--- config.mk ---
export PLATFORM = sky130hd
export DESIGN_NAME = lcd1602_ctrl
export DESIGN_NICKNAME = d
export VERILOG_FILES = /design/src/rtl/lcd1602_pkg.sv /design/src/rtl/lcd1602_char_ram.sv /design/src/rtl/lcd1602_ctrl.sv
export SDC_FILE = /design/constraint.sdc
export NUM_CORES = 1
export LEC_CHECK = 0
export CORE_MARGIN = 8
export CORE_UTILIZATION = 39
export CTS_CLUSTER_SIZE = 30
export DETAILED_ROUTE_END_ITERATION = 16
export GPL_TIMING_DRIVEN = 0
export HOLD_SLACK_MARGIN = 0.05
export PLACE_DENSITY = 0.57
export SYNTH_ARGS = -nofsm -noshare
export SYNTH_HDL_FRONTEND = slang
export SYNTH_SLANG_ARGS = --single-unit
--- constraint.sdc ---
create_clock -name clk_48M -period 6.7 [get_ports clk_48M]
set_input_delay 1.34 -clock clk_48M [delete_from_list [all_inputs] [get_ports clk_48M]]
set_output_delay 1.34 -clock clk_48M [all_outputs]
set_load 0.005 [all_outputs]
--- src/rtl/lcd1602_pkg.sv ---
// Shared types and HD44780 command bytes for the 16x2 LCD refresh controller.
package lcd1602_pkg;

   typedef enum logic [2:0] {
      ST_PWRUP,
      ST_INIT,
      ST_CLR_WAIT,
      ST_ADDR0,
      ST_ROW0,
      ST_ADDR1,
      ST_ROW1,
      ST_IDLE
   } lcd_state_e;

   localparam logic [7:0] CMD_FUNC_SET   = 8'h38;
   localparam logic [7:0] CMD_DISP_ON    = 8'h0C;
   localparam logic [7:0] CMD_ENTRY_MODE = 8'h06;
   localparam logic [7:0] CMD_CLEAR      = 8'h01;
   localparam logic [7:0] CMD_ROW0       = 8'h80;
   localparam logic [7:0] CMD_ROW1       = 8'hC0;
   localparam logic [7:0] CHAR_BLANK     = 8'h20;

   localparam int NUM_CHARS = 32;

   // Init command issued for each step of the four-command power-on sequence.
   function automatic logic [7:0] init_cmd(input logic [1:0] idx);
      logic [7:0] cmd;
      case (idx)
         2'd0:    cmd = CMD_FUNC_SET;
         2'd1:    cmd = CMD_DISP_ON;
         2'd2:    cmd = CMD_ENTRY_MODE;
         default: cmd = CMD_CLEAR;
      endcase
      return cmd;
   endfunction

endpackage

--- src/rtl/lcd1602_char_ram.sv ---
// 32x8 character buffer: one write port, asynchronous read, resets to blanks.
module lcd1602_char_ram
   import lcd1602_pkg::*;
(
   input  logic       clk_i,
   input  logic       rst_ni,
   input  logic       wr_en_i,
   input  logic [4:0] wr_addr_i,
   input  logic [7:0] wr_data_i,
   input  logic [4:0] rd_addr_i,
   output logic [7:0] rd_data_o
);

   logic [7:0] mem_q [NUM_CHARS];

   always_ff @(posedge clk_i or negedge rst_ni) begin
      if (!rst_ni) begin
         for (int i = 0; i < NUM_CHARS; i++) begin
            mem_q[i] <= CHAR_BLANK;
         end
      end else if (wr_en_i) begin
         mem_q[wr_addr_i] <= wr_data_i;
      end
   end

   // Read sees the pre-write contents in the cycle of a write to the same index.
   assign rd_data_o = mem_q[rd_addr_i];

endmodule

--- src/rtl/lcd1602_ctrl.sv ---
// 16x2 LCD controller: power-up wait, init sequence, then frames of 34 byte transfers.
// Define LCD1602_DIRTY_EN to refresh only after host writes instead of continuously.
module lcd1602_ctrl
   import lcd1602_pkg::*;
#(
   parameter int PWRUP_TICKS      = 20,
   parameter int CLEAR_WAIT_TICKS = 2
) (
   input  logic       clk_48M,
   input  logic       rst,
   input  logic       lcd_tick,
   input  logic       wr_en,
   input  logic [4:0] wr_addr,
   input  logic [7:0] wr_data,
   output logic       lcd_rs,
   output logic       lcd_rw,
   output logic       lcd_en,
   output logic [7:0] lcd_data,
   output logic       init_done,
   output logic       frame_done
);

   lcd_state_e  state_q;
   logic [15:0] cnt_q;
   logic        phase_b_q;
   logic        lcd_rs_q;
   logic        lcd_en_q;
   logic [7:0]  lcd_data_q;
   logic        init_done_q;
   logic        frame_done_q;

   logic [4:0]  rd_addr_d;
   logic [7:0]  rd_data_d;
   logic        xfer_rs_d;
   logic [7:0]  xfer_byte_d;
   logic        pwrup_done_d;
   logic        clr_done_d;
   logic        go_d;

   lcd1602_char_ram u_char_ram (
      .clk_i     (clk_48M),
      .rst_ni    (rst),
      .wr_en_i   (wr_en),
      .wr_addr_i (wr_addr),
      .wr_data_i (wr_data),
      .rd_addr_i (rd_addr_d),
      .rd_data_o (rd_data_d)
   );

   assign rd_addr_d    = {state_q == ST_ROW1, cnt_q[3:0]};
   assign pwrup_done_d = (int'(cnt_q) + 1) >= PWRUP_TICKS;
   assign clr_done_d   = (int'(cnt_q) + 1) >= CLEAR_WAIT_TICKS;

   // Byte and register select presented on the tick A of the current state.
   always_comb begin
      xfer_rs_d   = 1'b0;
      xfer_byte_d = 8'h00;
      case (state_q)
         ST_INIT:            xfer_byte_d = init_cmd(cnt_q[1:0]);
         ST_ADDR0, ST_IDLE:  xfer_byte_d = CMD_ROW0;
         ST_ADDR1:           xfer_byte_d = CMD_ROW1;
         ST_ROW0, ST_ROW1: begin
            xfer_rs_d   = 1'b1;
            xfer_byte_d = rd_data_d;
         end
         default: ;
      endcase
   end

`ifdef LCD1602_DIRTY_EN
   logic dirty_q;
   logic enter_addr0_d;

   assign enter_addr0_d = lcd_tick && !phase_b_q &&
                          ((state_q == ST_CLR_WAIT && clr_done_d) ||
                           (state_q == ST_IDLE && dirty_q));

   // A write landing on the same edge as the ADDR0 entry keeps the flag set.
   always_ff @(posedge clk_48M or negedge rst) begin
      if (!rst) begin
         dirty_q <= 1'b0;
      end else if (wr_en) begin
         dirty_q <= 1'b1;
      end else if (enter_addr0_d) begin
         dirty_q <= 1'b0;
      end
   end

   assign go_d = dirty_q;
`else
   assign go_d = 1'b1;
`endif

   always_ff @(posedge clk_48M or negedge rst) begin
      if (!rst) begin
         state_q      <= ST_PWRUP;
         cnt_q        <= '0;
         phase_b_q    <= 1'b0;
         lcd_rs_q     <= 1'b0;
         lcd_en_q     <= 1'b0;
         lcd_data_q   <= 8'h00;
         init_done_q  <= 1'b0;
         frame_done_q <= 1'b0;
      end else begin
         frame_done_q <= 1'b0;
         if (lcd_tick) begin
            if (phase_b_q) begin
               // Tick B: drop the strobe, rs/data hold, then advance.
               lcd_en_q  <= 1'b0;
               phase_b_q <= 1'b0;
               case (state_q)
                  ST_INIT: begin
                     if (cnt_q == 16'd3) begin
                        state_q <= ST_CLR_WAIT;
                        cnt_q   <= '0;
                     end else begin
                        cnt_q <= cnt_q + 16'd1;
                     end
                  end
                  ST_ADDR0: begin
                     state_q <= ST_ROW0;
                     cnt_q   <= '0;
                  end
                  ST_ROW0: begin
                     if (cnt_q == 16'd15) begin
                        state_q <= ST_ADDR1;
                        cnt_q   <= '0;
                     end else begin
                        cnt_q <= cnt_q + 16'd1;
                     end
                  end
                  ST_ADDR1: begin
                     state_q <= ST_ROW1;
                     cnt_q   <= '0;
                  end
                  ST_ROW1: begin
                     if (cnt_q == 16'd15) begin
                        state_q      <= ST_IDLE;
                        cnt_q        <= '0;
                        frame_done_q <= 1'b1;
                     end else begin
                        cnt_q <= cnt_q + 16'd1;
                     end
                  end
                  default: ;
               endcase
            end else begin
               case (state_q)
                  ST_PWRUP: begin
                     if (pwrup_done_d) begin
                        state_q <= ST_INIT;
                        cnt_q   <= '0;
                     end else begin
                        cnt_q <= cnt_q + 16'd1;
                     end
                  end
                  ST_CLR_WAIT: begin
                     if (clr_done_d) begin
                        init_done_q <= 1'b1;
                        state_q     <= ST_ADDR0;
                        cnt_q       <= '0;
                     end else begin
                        cnt_q <= cnt_q + 16'd1;
                     end
                  end
                  ST_IDLE: begin
                     // Leaving IDLE issues the 0x80 tick A on the same tick.
                     if (go_d) begin
                        state_q    <= ST_ADDR0;
                        lcd_en_q   <= 1'b1;
                        lcd_rs_q   <= xfer_rs_d;
                        lcd_data_q <= xfer_byte_d;
                        phase_b_q  <= 1'b1;
                     end
                  end
                  default: begin
                     lcd_en_q   <= 1'b1;
                     lcd_rs_q   <= xfer_rs_d;
                     lcd_data_q <= xfer_byte_d;
                     phase_b_q  <= 1'b1;
                  end
               endcase
            end
         end
      end
   end

   assign lcd_rs     = lcd_rs_q;
   assign lcd_rw     = 1'b0;
   assign lcd_en     = lcd_en_q;
   assign lcd_data   = lcd_data_q;
   assign init_done  = init_done_q;
   assign frame_done = frame_done_q;

endmodule

**Cell placement**

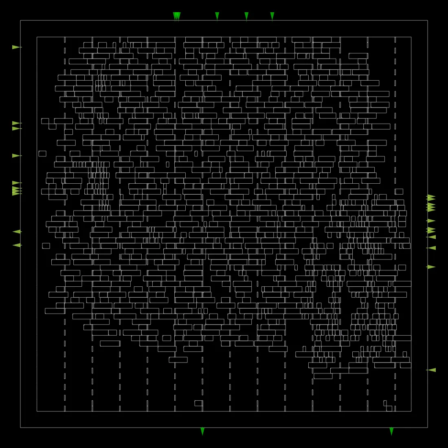
sequential fraction of total cell area: 46.1%
number of placement rows: 69
post-layout utilization of the core: 44.6%

==> job_summary.md <==
### Yosys + OpenROAD results

| Metric | Value |
|---|---|
| VDD IR-drop max | approximately 0.24 mV |
| Prevailing post-synth register cell | dfrtp_1 |
| Share of the clock period used by the worst path after layout | between 50% and 60% |
| Worst hold slack | ~0.48 ns |
| Tapcells | ~460 |
| Worst-case headroom to the max-slew limit | a little under a tenth |
| End of the worst register-to-register path | cnt_q[1] |
| Hold violation count in the final report | 0 |
| Hold-fix buffers, CTS | 0 |
| Antenna violations before repair | 0 |
| DP Cell Count | approximately 1,500 |
| Crit-path slowest cell | clkbuf_1 |
| Core Region | ~35,000 um^2 |
| Count of non-filler cells in the finished layout | roughly 1,500 |
| Fraction of area in multi-input gates | 39.7% |
| Post-route total power | just over 0.006 W |
| Mapped Area | approximately 14,000 um^2 |
| Compound-Gate Fraction of Synth Area | under 10% |
| Arithmetic-cell share of the synthesized area counting full adders, half adders and majority gates | 0.453% |
| Status | completed |
| Fp_density | about two fifths |
| Filler instances | about 3,200 |
| Multi-input gate area | around 6200 um^2 |
| Critical path's top delay family | buffers and inverters |
| Start-to-end type of the worst setup path | flip-flop to flip-flop |
| Combined buffer and inverter count along the critical path | 3 |
| Top logic cell family in the synthesized netlist | multiplexers |
| Maximum achievable frequency | 0.278 GHz |
| Overall overflow remaining after global route | 0 |
| Simple-gate portion of the synthesized area | under 10% |
| Warnings from Yosys | 0 |
| Worst-path clk slew | roughly 0.060 ns |
| Routed WL per cell | around 23 um |
| Syn_area_per_cell | ~14 um^2 |
| Post-cts sizing count | 0 |
| Vias in the first global route | 8,750 |
| Wire length of the first global-routing pass | 53,900 um |
| Xor and xnor fraction of the mapped netlist area | 1.08% |
| Synthesized Nets | approximately 990 |
| Final antenna-violating net count | 0 |
| Total die size | ~42,000 um^2 |
| Non-clk invs | 6 |
| MUX area fraction | between 30% and 40% |
| I/O Pins | 30 |
| Area delta synth->final | 13.9% |
| Critical path endpoint category | flip-flop |
| Fraction of layout instances using a drive strength above 1 | 42.7% |
| Reg-to-reg startpoint | cnt_q[1] |
| Comb gates | between 500 and 600 |
| Port-buffer cells | 24 |
| Final nets | between 1,000 and 1,500 |
| Master cell of the clock root buffer | clkbuf_16 |
| Setup repair after global routing missed its margin | false |
| Number of signal-net buffers in the layout | slightly below 100 |
| Crit. Startpoint | cnt_q[1] |
| Post-detailed-route DRC marker count | 0 |
| Hpwl dp | between 20,000 and 25,000 um |
| Antenna diode instance count | 0 |
| Largest fanout on the critical path | 10 |
| Async set-or-reset flop fraction in the synthesized netlist | 100% |
| Transition at the pin with the smallest max-transition slack | between 1 and 1.5 ns |
| Cells traversed along the worst timing path | clkbuf_1 > clkbuf_1 > inv_1 > ha_1 > nor4_1 > a21oi_1 > a2111oi_4 > a211oi_4 > a211oi_1 |
| Non-clock buffer share | ~3.8% |
| Arrival @ worst endpoint | ~4.1 ns |
| Data required time at the worst endpoint | 7.17 ns |
| Biggest Area Class | flip-flops and latches |
| Tally of OpenROAD warnings | 32 |
| Pin count of the biggest net entering global routing | about 120 |
| Die width | between 200 and 250 um |
| Hold crit path type | flip-flop to flip-flop |
| Per-cell via count in the routed design | roughly 5.5 |
| Worst-case clock buffer depth | 3 |
| Overall Global Routing Usage | between 10% and 20% |
| Setup slack on the worst flop-to-flop path | around 3.1 ns |
| Final count of negative-setup-slack endpoints | 0 |
| Cell count after synthesis | approximately 970 |
| DR pass1 iterations | 5 |
| Crit start category | flip-flop |
| Overall die height | about 200 um |
| Most frequent cells in the layout | 256 x dfrtp_1, 254 x mux2_2, 79 x mux4_2 |
| Register area share after synthesis | a little over half |
| CP dominant cell by count | clkbuf_1 |
| Power per standard cell area | 388 nW/um^2 |
| Flop count | between 200 and 300 |
| Weighted congestion reported at the end of routability-driven placement | about 0.8 |
| Number of sinks handled by clock tree synthesis | about 290 |
| WL final | between 30,000 and 40,000 um |
| Min Clock Period, post-route | roughly 3.6 ns |
| Clock skew | between 0.01 and 0.015 ns |
| Crit-path max cell delay | 0.64 ns |
**Sequential cells grouped by signal name**

Scale: 2 px per um. Other sequential cells in the stronger grey, the rest of the logic in the fainter grey.
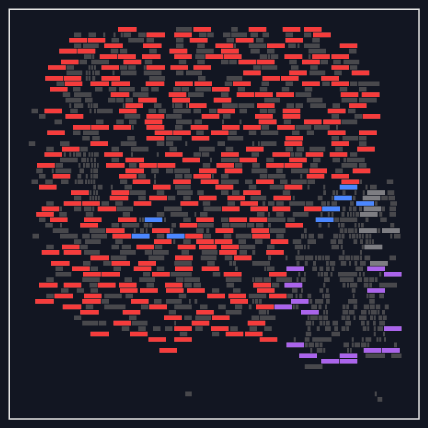
colour	signal	placed flops
purple	cnt_q	16
blue	lcd_data	8
red	u_char_ram.mem_q	256
not coloured	8
sequential power: 0.00232 W
Sequential Area: 7250 um^2

[synthesized netlist by cell type (2+ instances only)]
library cell | number | area, um^2
a22o_1 | 2 | 17.5
xor2_1 | 8 | 70.1
mux4_2 | 79 | 1780
or3b_2 | 3 | 26.3
o31ai_1 | 4 | 30.0
nand2_1 | 47 | 176
dfstp_2 | 32 | 841
o22ai_1 | 2 | 12.5
or2_2 | 2 | 12.5
nor2_1 | 55 | 206
nor3b_1 | 9 | 67.6
a221oi_1 | 3 | 26.3
inv_1 | 6 | 22.5
nand2b_1 | 3 | 18.8
nor4_1 | 9 | 56.3
nor3_1 | 4 | 20.0
and4_1 | 3 | 26.3
a21oi_1 | 16 | 80.1
ha_1 | 5 | 62.6
nand3b_1 | 5 | 37.5
and3_1 | 4 | 25.0
o21a_1 | 2 | 15.0
mux2_1 | 2 | 22.5
a22oi_1 | 3 | 22.5
clkbuf_1 | 51 | 191
a311oi_1 | 3 | 26.3
buf_2 | 15 | 75.1
xnor2_1 | 9 | 78.8
dfrtp_1 | 256 | 6410
buf_1 | 3 | 11.3
and2_1 | 3 | 18.8
nand4_2 | 2 | 25.0
o221a_2 | 2 | 22.5
o21ai_0 | 11 | 55.1
nor2b_1 | 4 | 25.0
mux2i_1 | 3 | 30.0
nand3_1 | 16 | 80.1
mux2_2 | 254 | 2860
a211oi_1 | 2 | 15.0
a31oi_1 | 4 | 25.0
[flip-flops by register name, summed over array words and instances (netlist names)]
| name | flops |
|---|---|
| u_char_ram.mem_q | 256 |
| lcd_rs | 1 |
| phase_b_q | 1 |
| lcd_en | 1 |
| lcd_data | 8 |
| init_done | 1 |
| state_q | 3 |
| frame_done | 1 |
| cnt_q | 16 |
[stage by stage]
stage	util (%)	setup TNS (ns)	setup WS, ns	area, um^2
after global routing	44.6	0	2.80	15700
after floorplan	-	0	3.74	13800
after global placement	41.5	-2323.24	-8.53	14600
final	44.6	0	3.10	15700
after detailed placement	41.7	0	2.57	14700
after CTS	44.6	0	3.10	15700
[report_power, final]
| group | total [W] | internal [W] | switching [W] | leakage, nW |
|---|---|---|---|---|
| Combinational | 0.00203 | 0.00102 | 0.00101 | 2.51 |
| Sequential | 0.00232 | 0.00213 | 0.000192 | 3.61 |
| Clock | 0.00174 | 0.00103 | 0.000716 | 0.508 |
[routing by layer]
| metal | part of all wire (%) | vias to the layer above | GRT usage, % |
|---|---|---|---|
| met1 | 48 | 4455 | 24.6 |
| met5 | 0 | - | 0 |
| li1 | - | 3712 | - |
| met2 | 46 | 150 | 26.2 |
| met4 | 1.8 | 0 | 3.24 |
| met3 | 3.9 | 43 | 2.38 |
[worst reg2reg max path, delay by kind of cell (launching register included)]
| kind | cells | cell delay, ns |
|---|---|---|
| buffers and inverters | 3 | 1.37 |
| flip-flops | 1 | 0.51 |
| AND-OR/OR-AND | 4 | 0.89 |
| AND/OR/NAND/NOR | 1 | 0.31 |
| adder cells (fa/ha/maj) | 1 | 0.41 |
[worst min path at each step]
stage | startpoint | endpoint
4_1_cts | init_done | init_done
2_1_floorplan | u_char_ram.mem_q[155] | u_char_ram.mem_q[155]
3_3_place_gp | init_done | init_done
5_1_grt | init_done | init_done
6_report | init_done | init_done
3_5_place_dp | init_done | init_done
Power figures rest on the tool's default switching activity, not on a simulated workload.
